final_congestion.png
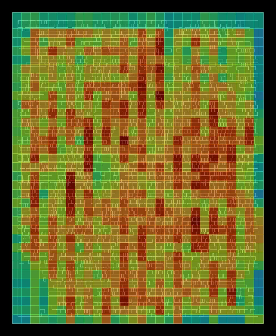
clock_map.png
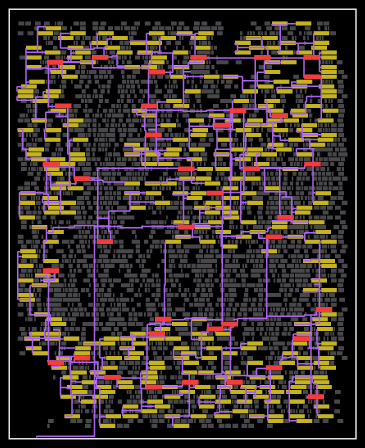
gate_families.png
Scale bar: 50 um.
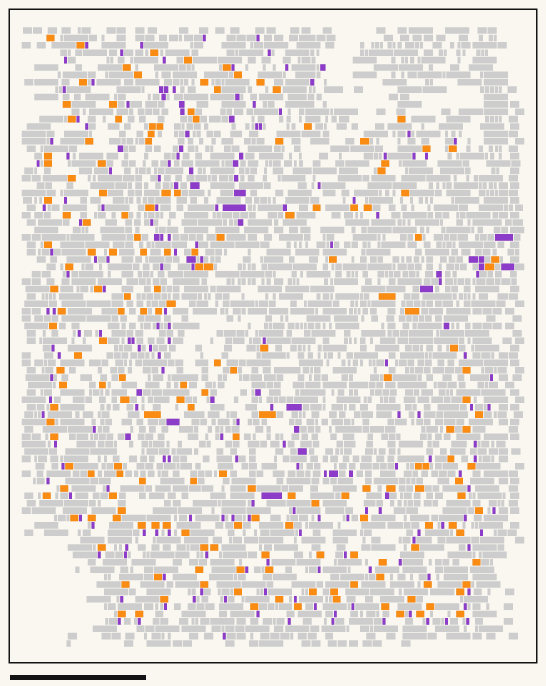
density.png
19 x 24 tiles, from dark blue (low) to red (high), 0 to 100% covered.
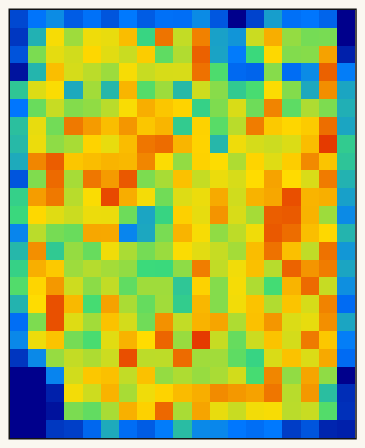
metal_stack.png
Scale bar: 50 um.
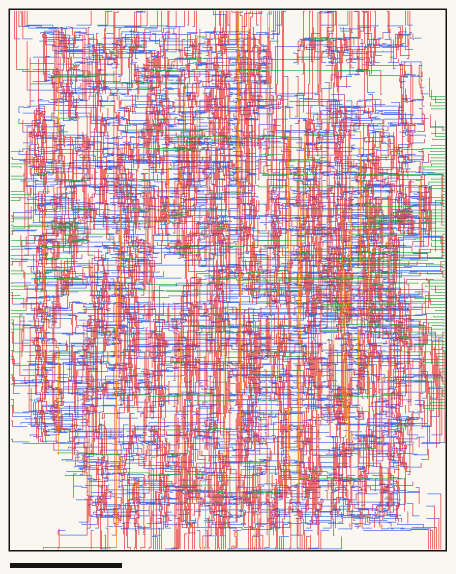
[src/rtl/imm_decode_stage.sv]
// rtl/imm_decode_stage.sv - registered RV32/RV64 immediate decode stage with 2-entry skid buffer
// Ports:
//   clk_i, rst_ni                  clock, asynchronous active-low reset
//   flush_i                        drop every held entry, block accept this cycle
//   in_valid_i, in_ready_o         upstream handshake
//   in_instr_i, in_pc_i            instruction word and its address
//   out_valid_o, out_ready_i       downstream handshake
//   out_imm_o, out_fmt_o           extended immediate and format code
//   out_pc_o, out_target_o         entry PC and pc + imm
//   out_illegal_o                  unrecognised encoding
module imm_decode_stage #(
  parameter int XLEN = 64
) (
  input  logic            clk_i,
  input  logic            rst_ni,
  input  logic            flush_i,
  input  logic            in_valid_i,
  output logic            in_ready_o,
  input  logic [31:0]     in_instr_i,
  input  logic [XLEN-1:0] in_pc_i,
  output logic            out_valid_o,
  input  logic            out_ready_i,
  output logic [XLEN-1:0] out_imm_o,
  output logic [2:0]      out_fmt_o,
  output logic [XLEN-1:0] out_pc_o,
  output logic [XLEN-1:0] out_target_o,
  output logic            out_illegal_o
);

  localparam logic [2:0] FMT_NONE = 3'd0;
  localparam logic [2:0] FMT_I    = 3'd1;
  localparam logic [2:0] FMT_S    = 3'd2;
  localparam logic [2:0] FMT_B    = 3'd3;
  localparam logic [2:0] FMT_U    = 3'd4;
  localparam logic [2:0] FMT_J    = 3'd5;
  localparam logic [2:0] FMT_Z    = 3'd6;

  typedef struct packed {
    logic [XLEN-1:0] imm;
    logic [2:0]      fmt;
    logic [XLEN-1:0] pc;
    logic [XLEN-1:0] target;
    logic            illegal;
  } entry_t;

  entry_t          dec;
  entry_t          main_q, main_d;
  entry_t          skid_q, skid_d;
  logic            main_valid_q, main_valid_d;
  logic            skid_valid_q, skid_valid_d;
  logic            accept;
  logic            consume;
  logic [2:0]      fmt;
  logic            illegal;
  logic [XLEN-1:0] imm;

  // Format classification from the opcode.
  always_comb begin
    fmt     = FMT_NONE;
    illegal = 1'b0;
    if (in_instr_i[1:0] != 2'b11) begin
      illegal = 1'b1;
    end else begin
      case (in_instr_i[6:0])
        7'b0010011, 7'b0000011, 7'b1100111, 7'b0001111: fmt = FMT_I;
        7'b1110011: fmt = in_instr_i[14] ? FMT_Z : FMT_I;
        7'b0100011: fmt = FMT_S;
        7'b1100011: fmt = FMT_B;
        7'b0110111, 7'b0010111: fmt = FMT_U;
        7'b1101111: fmt = FMT_J;
        7'b0110011: fmt = FMT_NONE;
        // OP-IMM-32 / OP-32 only exist on RV64
        7'b0011011: begin
          if (XLEN == 64) fmt = FMT_I;
          else            illegal = 1'b1;
        end
        7'b0111011: begin
          if (XLEN != 64) illegal = 1'b1;
        end
        default: illegal = 1'b1;
      endcase
    end
  end

  // Size casts of signed operands sign-extend to XLEN.
  always_comb begin
    imm = '0;
    case (fmt)
      FMT_I: imm = XLEN'($signed(in_instr_i[31:20]));
      FMT_S: imm = XLEN'($signed({in_instr_i[31:25], in_instr_i[11:7]}));
      FMT_B: imm = XLEN'($signed({in_instr_i[31], in_instr_i[7], in_instr_i[30:25],
                                  in_instr_i[11:8], 1'b0}));
      FMT_U: imm = XLEN'($signed({in_instr_i[31:12], 12'b0}));
      FMT_J: imm = XLEN'($signed({in_instr_i[31], in_instr_i[19:12], in_instr_i[20],
                                  in_instr_i[30:21], 1'b0}));
      FMT_Z: imm = XLEN'(in_instr_i[19:15]);
      default: imm = '0;
    endcase
  end

  always_comb begin
    dec.imm     = imm;
    dec.fmt     = fmt;
    dec.pc      = in_pc_i;
    dec.target  = in_pc_i + imm;
    dec.illegal = illegal;
  end

  // in_ready depends only on registered state, never on out_ready.
  assign in_ready_o = !skid_valid_q;
  assign accept     = in_valid_i && in_ready_o && !flush_i;
  assign consume    = main_valid_q && out_ready_i;

  always_comb begin
    main_valid_d = main_valid_q;
    skid_valid_d = skid_valid_q;
    main_d       = main_q;
    skid_d       = skid_q;
    if (flush_i) begin
      main_valid_d = 1'b0;
      skid_valid_d = 1'b0;
      main_d       = '0;
      skid_d       = '0;
    end else begin
      if (consume) begin
        if (skid_valid_q) begin
          main_d       = skid_q;
          skid_valid_d = 1'b0;
        end else begin
          main_valid_d = 1'b0;
        end
      end
      // An accept implies the skid is empty, so a consuming main is free.
      if (accept) begin
        if (!main_valid_q || consume) begin
          main_d       = dec;
          main_valid_d = 1'b1;
        end else begin
          skid_d       = dec;
          skid_valid_d = 1'b1;
        end
      end
    end
  end

  always_ff @(posedge clk_i or negedge rst_ni) begin
    if (!rst_ni) begin
      main_valid_q <= 1'b0;
      skid_valid_q <= 1'b0;
      main_q       <= '0;
      skid_q       <= '0;
    end else begin
      main_valid_q <= main_valid_d;
      skid_valid_q <= skid_valid_d;
      main_q       <= main_d;
      skid_q       <= skid_d;
    end
  end

  assign out_valid_o   = main_valid_q;
  assign out_imm_o     = main_q.imm;
  assign out_fmt_o     = main_q.fmt;
  assign out_pc_o      = main_q.pc;
  assign out_target_o  = main_q.target;
  assign out_illegal_o = main_q.illegal;

endmodule

[config.mk]
export PLATFORM = sky130hd
export DESIGN_NAME = imm_decode_stage
export DESIGN_NICKNAME = d
export VERILOG_FILES = /design/src/rtl/imm_decode_stage.sv
export SDC_FILE = /design/constraint.sdc
export NUM_CORES = 1
export LEC_CHECK = 0
export CORE_ASPECT_RATIO = 1.25
export CORE_MARGIN = 4
export CORE_UTILIZATION = 45
export DETAILED_ROUTE_END_ITERATION = 12
export GPL_TIMING_DRIVEN = 1
export PLACE_DENSITY = 0.68
export RECOVER_POWER = 100
export SLEW_MARGIN = 10
export SYNTH_ARGS = -nofsm -noshare
export SYNTH_HDL_FRONTEND = slang
export SYNTH_SLANG_ARGS = --single-unit
export TNS_END_PERCENT = 5
[constraint.sdc]
create_clock -name clk_i -period 2.65 [get_ports clk_i]
set_clock_uncertainty 0.05 [all_clocks]
set_input_delay 0.265 -clock clk_i [delete_from_list [all_inputs] [get_ports clk_i]]
set_output_delay 0.265 -clock clk_i [all_outputs]
set_load 0.02 [all_outputs]
==> flow_metrics.py <==
# Synthesis and PnR figures
metrics = {
    "clocking": {
        "cts_tree": "yes",
        "cts_htree_levels": 2,
        "clock_latency_ns": 0.56,
        "cts_resized": 197,
        "cts_buffer_depth": 3,
        "cts_made_buffers": 38,
        "root_buffer": "clkbuf_16",
        "cts_sinks": 362,
    },
    "logic_synthesis": {
        "top_area_cell": "dfrtp_1",
        "ys_sh_aoi_pct": 24.1,
        "ff_type": "dfrtp_1",
        "adder_share_pct": 5.01,
        "topCellsByArea": "dfrtp_1, nand2_1, a22o_1",
        "edf_count": 0,
        "synthCells": 2145,
        "synthTopCellsByCount": "nand2_1, dfrtp_1, nor2_1",
        "yosys.area.top_type_share_pct": 46.7,
        "synth.yosys.seq_area_share_pct": 46.7,
        "synth_area_mm2": 0.0194,
        "synth-async-reset-ratio_pct": 100,
        "yosys-stat-area_mm2": 0.0194,
        "synth_cell_type_count": 73,
        "synthSimpleGateAreaFrac_pct": 17.2,
        "topCombFamilyByArea": "AND-OR/OR-AND gates",
    },
    "grt": {
        "grt_pass1_vias": 19700,
        "antenna_found_initial": 0,
        "grt.overflow.total": 0,
    },
    "finish": {
        "syn_to_final_growth_pct": 48.3,
        "lay_top_count": "nand2_1",
        "comb_share_pct": 37.5,
        "num-fill-cells": 3349,
        "finalNonFillerCells": 3379,
        "lay_top_cells": "nand2_1, buf_4, dfrtp_1",
        "combGateArea_mm2": 0.0108,
        "largest_class": "logic gates",
        "seq_area_mm2": 0.00906,
        "drive_gt1_share_pct": 25.4,
        "ff_count": 362,
        "nonClkBufAreaFrac_pct": 23.4,
    },
    "final_timing": {
        "hold_slack_ns": 0.0610,
        "tightestPinTransition_ns": 2.22,
        "setup_viol": 143,
        "timing.final.ws_setup_ns": -1.74,
        "slew_violations": 77,
    },
    "critical_path": {
        "endpoint": "skid_q[57]",
        "critPathSlowestCell": "a311o_1",
        "crit_chain": "buf_6 > nor2b_4 > or4_4 > a311o_1 > a21boi_2 > nor2_2 > buf_4 > o211a_4 > buf_12 > ha_4 > a21o_1 > a21oi_2 > a22o_1 > o21ai_1 > a221oi_2 > o41ai_4 > a41o_1 > o41ai_4 > buf_6 > buf_6 > mux2i_1 > nand3_1",
        "r2r_slack_ns": -0.06,
        "cp_top_family": "AND-OR/OR-AND gates",
        "start_kind": "input port",
        "startpoint": "in_instr_i[3]",
        "cp.depth": 22,
        "cpPeakStageDelay_ns": 0.43,
        "crit_buf_inv": 5,
        "path_class": "in2reg",
        "path_common_cell": "buf_6",
        "reg2reg_to": "skid_q[115]",
        "reg2reg_from": "out_valid_o",
    },
    "placement": {
        "post_dp_cell_area_mm2": 0.0262,
        "dp_hpwl_um": 49800,
    },
    "power_and_ir_drop": {
        "ir_drop_uv": 435,
        "switching_share_pct": 28.6,
        "power_frac_comb_pct": 21.0,
        "powerClk_mw": 5.59,
        "comb-power_mw": 3.08,
        "p_clk_share_pct": 38.1,
        "p_leak_nw": 13.7,
        "p_total_mw": 14.7,
        "p_int_mw": 10.5,
        "p_seq_mw": 6.00,
    },
    "worst_hold_path": {
        "hold_end": "out_target_o[50]",
        "min_path_cells": 2,
        "hp-start": "flush_i",
    },
    "die": {
        "rows": 84,
        "fp-utilization_pct": 45.8,
        "die.size.y_um": 240,
        "tap_cells": 559,
    },
    "outcome": {
        "status": "complete, but fails checks",
        "violations": "capacitance limit, slew limit, setup timing",
    },
    "drt": {
        "wirelength_um": 70900,
        "first_pass_iters": 8,
        "post_drt_wl_per_cell_um": 21.0,
    },
    "job": {
        "max_cap_violations": 1,
    },
}
Notes on final_congestion.png above:
met3 usage: 4.22%
met1 Use GR: 37.4%
Core Util, Final: 67.9%
global-route usage over all layers: 29.3%
met2 GRT Util: 51.9%

Notes on clock_map.png above:
cells driving clock nets -> red  # count 38
flip-flops -> yellow  # count 362
clock wires -> purple  # length 4730 um
flops lie = all over the die
routed clock nets = 39

Notes on gate_families.png above:
NOR gates -> purple  # cells 208, most used nor2_1, where all over the die
AND-OR and OR-AND gates -> orange  # cells 178, most used a22o_1, where all over the die

Notes on density.png above:
nearly empty tiles = 2.6%
mean over tiles = 60%
tiles over 75% full = 31%

Notes on metal_stack.png above:
met4 -> orange  # wire length 2350 um
met2 -> red  # wire length 36.0 mm
met1 -> blue  # wire length 28.3 mm
met3 -> green  # wire length 4280 um

state kept, by name (all words and copies together) (netlist names):
name,count
out_fmt_o,3
out_illegal_o,1
out_imm_o,64
out_pc_o,64
out_target_o,64
out_valid_o,1
skid_q,164
skid_valid_q,1
layer usage:
| layer | up-vias | routed length [um] | part of all wire (%) | GRT usage, % |
|---|---|---|---|---|
| li1 | 8990 | - | - | - |
| met4 | 0 | 2350 | 3.3 | 8.89 |
| met2 | 743 | 36000 | 51 | 51.9 |
| met3 | 131 | 4280 | 6.0 | 4.22 |
| met1 | 9745 | 28300 | 40 | 37.4 |
| met5 | - | 0 | 0 | 0 |
